**Cell area per tile**

(0.5 px per um) 28 x 28 tiles, from white (low) to dark blue (high), 0 to 100% covered.
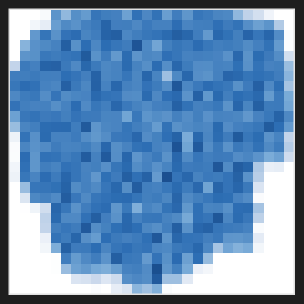
**Signal wires on met4**

(1 px per um) Supply wires on this layer in gray.
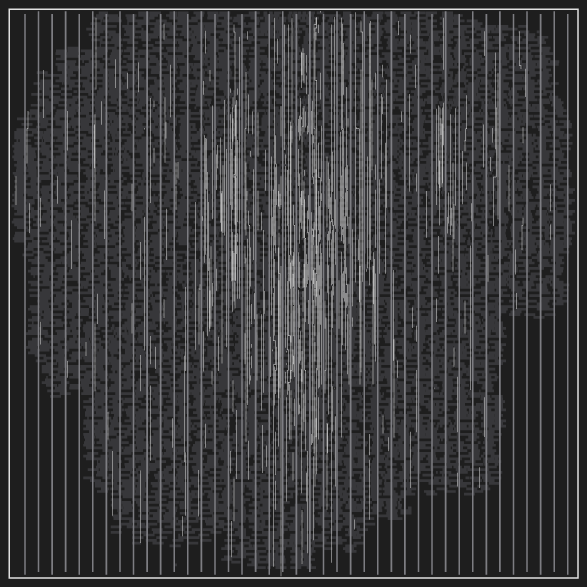
File: src/rtl/mar_ram.sv
// rtl/mar_ram.sv - MAR-addressed single-port bus memory with post-increment and hardware clear
module mar_ram #(
  parameter int DATA_W = 16,
  parameter int ADDR_W = 12,
  parameter int DEPTH  = 256
) (
  input  logic              clk,
  input  logic              rst_n,
  input  logic              ram_en,
  input  logic              mar_load,
  input  logic              ram_load,
  input  logic              mar_inc,
  input  logic              clr_req,
  input  logic [DATA_W-1:0] bus,
  output logic [DATA_W-1:0] out,
  output logic              out_valid,
  output logic              busy,
  output logic              addr_err
);

  // Index width of the implemented array; at least one bit so DEPTH=1 still elaborates.
  localparam int CNT_W = (DEPTH > 1) ? $clog2(DEPTH) : 1;

  // DEPTH widened by one bit so DEPTH == 2^ADDR_W still compares correctly against mar.
  localparam logic [ADDR_W:0]   DEPTH_V  = (ADDR_W + 1)'(DEPTH);
  localparam logic [ADDR_W-1:0] LAST_MAR = ADDR_W'(DEPTH - 1);
  localparam logic [CNT_W-1:0]  LAST_CNT = CNT_W'(DEPTH - 1);

  typedef enum logic {
    IDLE  = 1'b0,
    CLEAR = 1'b1
  } state_t;

  state_t            state;
  logic [CNT_W-1:0]  clr_cnt;
  logic [ADDR_W-1:0] mar;

  // Array has no reset; the declaration initialiser only gives simulation a zeroed start.
  logic [DATA_W-1:0] mem [DEPTH] = '{default: '0};

  logic              idle;
  logic              in_range;
  logic [CNT_W-1:0]  mar_idx;
  logic              do_clr;
  logic              do_read;
  logic              do_mload;
  logic              do_write;
  logic              do_inc;
  logic [ADDR_W-1:0] mar_inc_val;
  logic [DATA_W-1:0] rd_data;
  logic              mem_we;
  logic [CNT_W-1:0]  mem_waddr;
  logic [DATA_W-1:0] mem_wdata;

  // Command decode: one command per cycle, clr_req > ram_en > mar_load > ram_load, IDLE only.
  always_comb begin
    idle        = (state == IDLE);
    in_range    = ({1'b0, mar} < DEPTH_V);
    mar_idx     = mar[CNT_W-1:0];
    do_clr      = idle & clr_req;
    do_read     = idle & ~clr_req & ram_en;
    do_mload    = idle & ~clr_req & ~ram_en & mar_load;
    do_write    = idle & ~clr_req & ~ram_en & ~mar_load & ram_load;
    // Increment rides only on an accepted read/write and never moves an out-of-range mar.
    do_inc      = mar_inc & in_range & (do_read | do_write);
    mar_inc_val = (mar == LAST_MAR) ? '0 : mar + ADDR_W'(1);
    rd_data     = in_range ? mem[mar_idx] : '0;
  end

  // Single write port shared by the clear sequencer and bus writes; out-of-range writes drop.
  always_comb begin
    mem_we    = 1'b0;
    mem_waddr = mar_idx;
    mem_wdata = bus;
    if (state == CLEAR) begin
      mem_we    = 1'b1;
      mem_waddr = clr_cnt;
      mem_wdata = '0;
    end else if (do_write && in_range) begin
      mem_we = 1'b1;
    end
  end

  // Memory array write.
  always_ff @(posedge clk) begin
    if (mem_we) begin
      mem[mem_waddr] <= mem_wdata;
    end
  end

  // Clear sequencer: one word per cycle from 0 to DEPTH-1, then back to IDLE.
  always_ff @(posedge clk or negedge rst_n) begin
    if (!rst_n) begin
      state   <= IDLE;
      clr_cnt <= '0;
    end else begin
      case (state)
        IDLE: begin
          if (do_clr) begin
            state   <= CLEAR;
            clr_cnt <= '0;
          end
        end
        CLEAR: begin
          if (clr_cnt == LAST_CNT) begin
            state   <= IDLE;
            clr_cnt <= '0;
          end else begin
            clr_cnt <= clr_cnt + CNT_W'(1);
          end
        end
        default: begin
          state   <= IDLE;
          clr_cnt <= '0;
        end
      endcase
    end
  end

  // MAR update and registered read data; out holds between reads and across clears.
  always_ff @(posedge clk or negedge rst_n) begin
    if (!rst_n) begin
      mar       <= '0;
      out       <= '0;
      out_valid <= 1'b0;
    end else begin
      out_valid <= do_read;
      if (do_read) begin
        out <= rd_data;
      end
      if (do_mload) begin
        mar <= bus[ADDR_W-1:0];
      end else if (do_inc) begin
        mar <= mar_inc_val;
      end
    end
  end

  assign busy     = (state == CLEAR);
  assign addr_err = ~in_range;

endmodule

File: config.mk
export PLATFORM = sky130hd
export DESIGN_NAME = mar_ram
export DESIGN_NICKNAME = d
export VERILOG_FILES = /design/src/rtl/mar_ram.sv
export SDC_FILE = /design/constraint.sdc
export NUM_CORES = 2
export LEC_CHECK = 0
export CAP_MARGIN = 20
export CORE_UTILIZATION = 50
export DETAILED_ROUTE_END_ITERATION = 7
export GPL_ROUTABILITY_DRIVEN = 0
export PLACE_DENSITY = 0.65
export SYNTH_ARGS = -nofsm -noshare
export SYNTH_HDL_FRONTEND = slang
export SYNTH_SLANG_ARGS = --single-unit
File: constraint.sdc
create_clock -name clk -period 12.9 [get_ports clk]
set_input_delay 1.935 -clock clk [delete_from_list [all_inputs] [get_ports clk]]
set_output_delay 1.935 -clock clk [all_outputs]
set_load 0.02 [all_outputs]
==> impl_metrics.tcl <==
# metrics dict for downstream scripts
set metrics [dict create \
    fmax_mhz 175 \
    dpl.hpwl_mm 266 \
    cp_slowest_cell "buf_4" \
    crit_top_cell "buf_4" \
    met2_usage_pct 41.8 \
    slew_viol_final 111 \
    bufAreaShareNonClock_pct 1.99 \
    placeableCoreArea_um2 318000 \
    cp_slowest_stage_delay_ns 0.80 \
    top_cell_area_share_pct 77.0 \
    crit_arrival_ns 6.49 \
    drive_gt1_share_pct 27.5 \
    p_total_mw 38.5 \
    final_util_pct 56.8 \
    synth-seq-cells 4134 \
    hold_path_startpoint "mar[11]" \
    reg2reg_slack_ns 7.17 \
    cap_violations 0 \
    placementRows 207 \
    finalCritPeriodShare_pct 44.4 \
    areaGrowthSynthToFinish_pct 13.1 \
    final-hold-violation-count 0 \
    cts.reportedPaths.clkPinSlew_ns 0.07 \
    end_kind "register" \
    grt_overflow 0 \
    status "finished with violations" \
    cts.repair.resized 0 \
    yosys_warnings 0 \
    io_buffers 41 \
    holdPathStages 2 \
    power.internal_mw 26.1 \
    seq_cell_count 4134 \
    violations "max-slew violations" \
    grtUsageMet3_pct 6.52 \
    crit_required_ns 13.67 \
]
About 'cell area per tile':
emptiest ninth of the die: south-east
mean over tiles: 55%
fullest tile: 88%
tiles over 75% full: 16%

About 'signal wires on met4':
share of all routed wire: 5.7%
nets with wire on the layer: 261
wire length on this layer: 25.6 mm
main direction: vertical

[metrics by stage]
stage          hold slack [ns]  area (um^2)
2_1_floorplan            0.447       160000
3_3_place_gp             0.469       166000
3_5_place_dp             0.473       166000
4_1_cts                  0.486       180000
5_1_grt                  0.508       181000
6_report                 0.493       181000
[kinds of logic after synthesis]
group | Yosys count | share of synthesized area [%]
AND-OR/OR-AND | 586 | 2.54
XOR/XNOR | 1 | 0.00548
adder cells (fa/ha/maj) | 2 | 0.0157
buffers and inverters | 427 | 1.68
flip-flops | 4134 | 77.6
multiplexers | 1347 | 16.5
AND/OR/NAND/NOR | 621 | 1.68
[sequential cells by signal, indices dropped and copies added, names as in the netlist]
register   count
busy           1
mem         4096
out_valid      1
out           16
clr_cnt        8
mar           12
